===== src/rtl/add_sub_pkg.sv =====
// ============================================================================
// Module      : add_sub_pkg
// Description : Shared width and mode constants for the SAP1 ALU adder/subtractor.
// Revision    : 1.0 - initial release
// ============================================================================
`default_nettype none

package add_sub_pkg;

  localparam int   ADD_SUB_WIDTH = 4;

  localparam logic MODE_ADD = 1'b0;
  localparam logic MODE_SUB = 1'b1;

endpackage : add_sub_pkg

`default_nettype wire


===== src/rtl/add_sub_full_adder.sv =====
// ============================================================================
// Module      : add_sub_full_adder
// Description : One-bit full adder, a single stage of the ripple-carry chain.
// Revision    : 1.0 - initial release
// ============================================================================
`default_nettype none

module add_sub_full_adder (
  output logic s,
  output logic co,
  input  logic x,
  input  logic y,
  input  logic ci
);

  logic half_sum;

  assign half_sum = x ^ y;
  assign s        = half_sum ^ ci;
  assign co       = (x & y) | (ci & half_sum);

endmodule : add_sub_full_adder

`default_nettype wire


===== src/rtl/add_sub_4_bit.sv =====
// ============================================================================
// Module      : add_sub_4_bit
// Description : Registered two's-complement adder/subtractor (M=0 add, M=1 sub).
//               Define ADD_SUB_4_BIT_FLAGS_EN to add the V and Z flag outputs.
// Revision    : 1.0 - initial release
// ============================================================================
`default_nettype none

module add_sub_4_bit
  import add_sub_pkg::*;
#(
  parameter int WIDTH = ADD_SUB_WIDTH
) (
  input  logic             clk,
  input  logic             rst,
  input  logic [WIDTH-1:0] A,
  input  logic [WIDTH-1:0] B,
  input  logic             M,
  output logic [WIDTH-1:0] S,
  output logic             C
`ifdef ADD_SUB_4_BIT_FLAGS_EN
  ,
  output logic             V,
  output logic             Z
`endif
);

  logic             sub_mode;
  logic [WIDTH-1:0] bx;
  logic [WIDTH-1:0] sum;
  logic [WIDTH:0]   carry;

  logic [WIDTH-1:0] s_d, s_q;
  logic             c_d, c_q;

  // Subtraction is A + ~B + 1: invert B and inject the +1 as the stage-0 carry.
  assign sub_mode = (M == MODE_SUB);
  assign bx       = B ^ {WIDTH{sub_mode}};
  assign carry[0] = sub_mode;

  for (genvar i = 0; i < WIDTH; i++) begin : g_ripple
    add_sub_full_adder u_fa (
      .s  (sum[i]),
      .co (carry[i+1]),
      .x  (A[i]),
      .y  (bx[i]),
      .ci (carry[i])
    );
  end

  assign s_d = sum;
  assign c_d = carry[WIDTH];

  always_ff @(posedge clk) begin
    if (rst) begin
      s_q <= '0;
      c_q <= 1'b0;
    end else begin
      s_q <= s_d;
      c_q <= c_d;
    end
  end

  assign S = s_q;
  assign C = c_q;

`ifdef ADD_SUB_4_BIT_FLAGS_EN
  logic v_d, v_q;
  logic z_d, z_q;

  // Signed overflow: carry into the sign bit disagrees with carry out of it.
  assign v_d = carry[WIDTH] ^ carry[WIDTH-1];
  assign z_d = (sum == '0);

  always_ff @(posedge clk) begin
    if (rst) begin
      v_q <= 1'b0;
      z_q <= 1'b0;
    end else begin
      v_q <= v_d;
      z_q <= z_d;
    end
  end

  assign V = v_q;
  assign Z = z_q;
`endif

endmodule : add_sub_4_bit

`default_nettype wire


===== config.mk =====
export PLATFORM = sky130hd
export DESIGN_NAME = add_sub_4_bit
export DESIGN_NICKNAME = d
export VERILOG_FILES = /design/src/rtl/add_sub_pkg.sv /design/src/rtl/add_sub_full_adder.sv /design/src/rtl/add_sub_4_bit.sv
export SDC_FILE = /design/constraint.sdc
export NUM_CORES = 1
export LEC_CHECK = 0
export CORE_AREA = 2 2 39 41
export CTS_BUF_LIST = sky130_fd_sc_hd__clkbuf_16
export DETAILED_ROUTE_END_ITERATION = 6
export DIE_AREA = 0 0 41 43
export SYNTH_ARGS = -nofsm -noshare
export SYNTH_HDL_FRONTEND = slang
export SYNTH_SLANG_ARGS = --single-unit

===== constraint.sdc =====
create_clock -name clk -period 4.9 [get_ports clk]
set_input_delay 0.98 -clock clk [delete_from_list [all_inputs] [get_ports clk]]
set_output_delay 0.98 -clock clk [all_outputs]
set_load 0.03 [all_outputs]

Fig. 1: placement density heat map
Scale bar: 10 um. 8 x 9 tiles, from white (low) to dark blue (high), 0 to 100% covered.
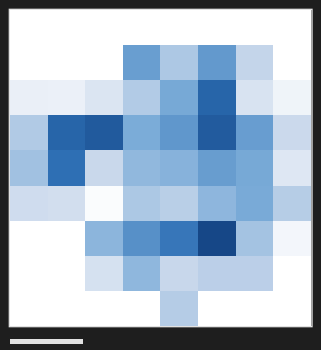
The fullest tile reaches 91%. The mean over all tiles is 27%. 6.9% of the tiles are over 75% full. The emptiest ninth of the die: north-west. 33% of the tiles are nearly empty.

Fig. 2: I/O nets highlighted
Scale bar: 10 um.
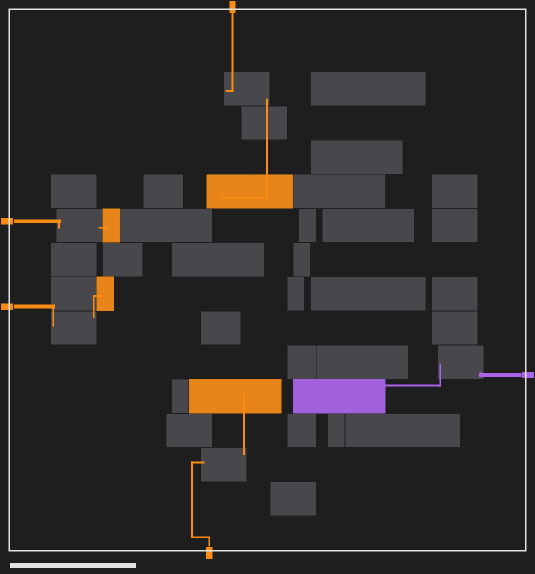
Key: A = orange [bits 4, direction input, edge 2 west, 1 north, 1 south, end cells 5, buffers 4, wire 43.3 um]; C = purple [bits 1, direction output, edge east, end cells 1, buffers 1, wire 9.60 um]

==> summary.txt <==
Notes from the flow run.

Critical path:
- For the worst setup path, the data arrival time is 3.06 ns.
- In this design, the critical path's most frequently occurring cell is sky130_fd_sc_hd__fa_1.
- According to the timing report, the critical path is launched from M.
- The setup path with the least slack is of type in2reg.
- The worst setup path is launched from an input pin.
- OpenSTA lists the critical path endpoint as S[3].
- The run gives the endpoint kind of the worst setup timing path as a flip-flop.
- The required time at the worst endpoint is listed as 5.01 ns.
- The run puts the maximum fanout count along the critical path at 4.

GRT:
- The first global-routing pass estimated 759 um of wire.
- The run puts the global-route met1 utilization at 5.229%.
- The run gives the number of antenna violations at the first check in global routing as 0.
- The run gives the remaining global-route overflow as 0.
- The run puts the met3 capacity usage during global routing at 1.571%.
- The run puts the via count of the first global-routing pass at 221.
- In this run the most used layer during global routing was met4.
- The run gives the pin count of the biggest net entering global routing as 6.

Detailed routing:
- The run gives the post-detailed-route wirelength per cell as 7.839 um.
- The pre-antenna-repair detailed-routing pass consisted of 2 iterations.
- The run gives the met1 routed wirelength after detailed routing as 144 um.
- Signal nets in the final route climb as high as met4.
- Per the detail_route log, met2 wirelength is 232 um.
- The run gives the number of DRC violations after detailed routing as 0.
- For this block, the routed nets add up to 439 um of wire.
- The run gives the wire length on met3 as 35 um.
- The routed layout has 202 vias.
- After the first detailed-routing iteration, the DRC count stood at 1.

Floorplan:
- The run puts the height of the chip at 43 um.
- The run puts the die outline area at 1763 um2.
- The run puts the top-level port count at 16.
- The floorplan step defined a core boundary enclosing 1384 um2.
- The run gives the core utilization before placement as 17.36%.
- The run gives the die boundary width as 41 um.
- According to the floorplan log, the row count is 14.

STA:
- The run gives the count of final hold-check violations as 0.
- The run puts the share of the cycle needed by the critical path after routing at 60.20%.
- The run puts the max-slew violation total from the final report at 0.
- The run puts the clock period minus worst slack at 2.950 ns.
- For the final routed database, the setup TNS stands at 0 ns.
- The run gives the setup violation total in the final timing report as 0.
- The run puts the smallest setup slack after layout at 1.950 ns.
- The run gives the worst relative slew slack as 79.81%.
- The most critical hold endpoint after final layout shows a slack of 1.388 ns.
- Setup repair after global routing left no endpoint under its margin.
- Looking at the max-slew report, the worst-margin pin has a slew of 0.3019 ns.
- The run puts the maximum operating frequency at 0.3390 GHz.

Synth:
- Of the post-synthesis cell area, the part taken by muxes is 4.167%.
- Among the non-sequential cells, adder cells take the most area.
- The synthesis report lists the Yosys warning total as 0.
- The run gives the post-synthesis cell count from yosys as 21.
- The run gives the count of distinct cell types in the synthesized netlist as 8.
- The run puts the fraction of the mapped netlist area in simple logic gates at 9.896%.
- The run gives the xor and xnor fraction of the mapped netlist area as 14.58%.
- For reference, full adder, half adder and majority cells occupy 25.00% of the area reported after synthesis.
- Synthesis produced a netlist with a net count of 35.
- The run gives the total cell area reported by yosys after synthesis as 240.2 um2.
- Summing every instance area after synthesis gives 240.2 um2.
- Per the post-synthesis report, the number of cells in the design is 21.
- For reference, the post-synthesis area per instance comes to 11.44 um2.
- The run puts the portion of the post-synthesis area used by sequential elements at 41.67%.
- Yosys reported a register bit count of 5.

CTS:
- Buffers inserted to repair hold after CTS numbered 0.
- The run gives the maximum root-to-sink buffer count as 2.
- In this run the clock root is driven by a sky130_fd_sc_hd__clkbuf_16.
- Once the clock tree was built, the setup fixing pass inserted 0 buffers.
- For reference, the clock transition at the flip-flops on the worst setup and hold paths is 0.03 ns.
- The run puts the number of levels the H-tree was split into at 1.
- The run puts the count of clock tree sinks at 5.
- TritonCTS built the clock tree.
- The report lists the number of cells resized after CTS as 0.

Placement:
- The run gives the number of placed instances with taps included as 52.
- In this run the tool buffered the top-level ports with 15 buffer cells.
- The run puts the pre-CTS worst setup slack at 1.688 ns.
- After its last routability iteration, the placer logged a weighted congestion of 0.5921.

Power:
- The run puts the worst vdd rail ir drop at 91.73 uV.
- The report lists the power per cell area as 456.7 nW/um2.
- The design draws 0.2234 mW.
- Summed over all cells, the static leakage comes to 0.2059 nW.

Min path:
- The run puts the number of cells on the worst hold path at 2.
- The run gives the launch point of the worst hold path as rst.
- Looking at the hold checks, the worst path lands on S[1].
- The type recorded for the worst min-delay path is in2reg.

Outcome:
- The flow ran to the end, and the final reports show no timing, DRC or antenna violations.

Final layout:
- The run gives the final-layout fill cell count as 148.
- The run puts the non-filler instance count after layout at 56.
- The run puts the net total in the final layout at 55.

Flow run:
- The run gives the number of violations of the max-capacitance limit as 0.
Fig. 3: clock wiring as the flow saved it
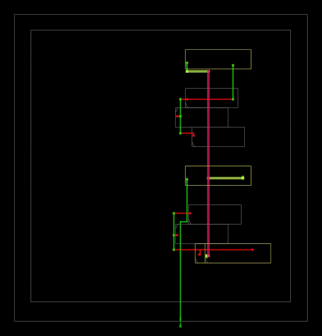
clock network power: 0.130 mW
total of clock buffers placed in the layout: 3
number of buffers created by CTS: 3

Fig. 4: signal wires by layer
Two of the layers only.
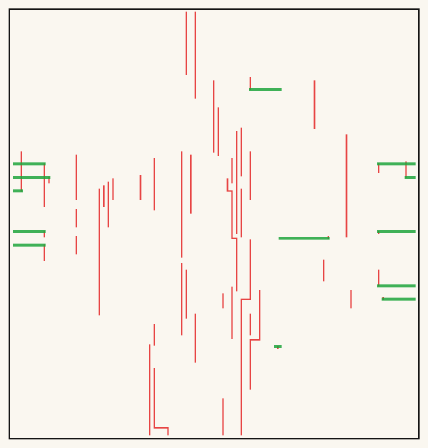
Key: metal 3 = green [wire length 35.8 um]; metal 2 = red [wire length 233 um]

[critical path, delay by kind of cell]
family,cells,cell delay [ns]
XOR/XNOR,1,0.13
buffers and inverters,2,0.65
AND/OR/NAND/NOR,1,0.13
adder cells (fa/ha/maj),3,1.18
[layout make-up]
cell class                 instances  area [um2]  area share [%]
timing repair buffer              15       150.1           30.69
multi-input combinational         13       128.9           26.34
sequential                         5       100.1           20.46
clock buffer                       3       75.07           15.35
tap                               16       20.02           4.092
inverter                           3       11.26           2.302
clock inverter                     1       3.754          0.7673
[cell usage after synthesis (all sizes together)]
cell type / number / share of area [%]
dfxtp: 5 / 42
fa: 3 / 25
inv: 3 / 4.7
mux2i: 1 / 4.2
nor2: 3 / 4.7
nor2b: 2 / 5.2
xnor2: 3 / 11
xor2: 1 / 3.6
[flip-flops by register name, indices dropped and copies added, names as in the netlist]
| signal | count |
|---|---|
| C | 1 |
| S | 4 |
[placed cells by master (no fill, tap or decap)]
master                            netlist  layout
sky130_fd_sc_hd__clkdlybuf4s50_1        0      15
sky130_fd_sc_hd__dfxtp_1                5       5
sky130_fd_sc_hd__inv_1                  3       4
sky130_fd_sc_hd__xnor2_1                3       3
sky130_fd_sc_hd__nor2_1                 3       3
sky130_fd_sc_hd__fa_1                   3       3
sky130_fd_sc_hd__clkbuf_16              0       3
sky130_fd_sc_hd__nor2b_1                2       2
sky130_fd_sc_hd__xor2_1                 1       1
sky130_fd_sc_hd__mux2i_1                1       1
[where the power goes]
part / switching (mW) / internal, mW / leakage, nW / total (mW)
Sequential: 0.00129 / 0.0465 / 0.0417 / 0.0478
Combinational: 0.0220 / 0.0234 / 0.122 / 0.0454
Clock: 0.0247 / 0.105 / 0.0423 / 0.130
Total: 0.0480 / 0.175 / 0.206 / 0.223
Power is estimated from default activity; no workload was simulated.
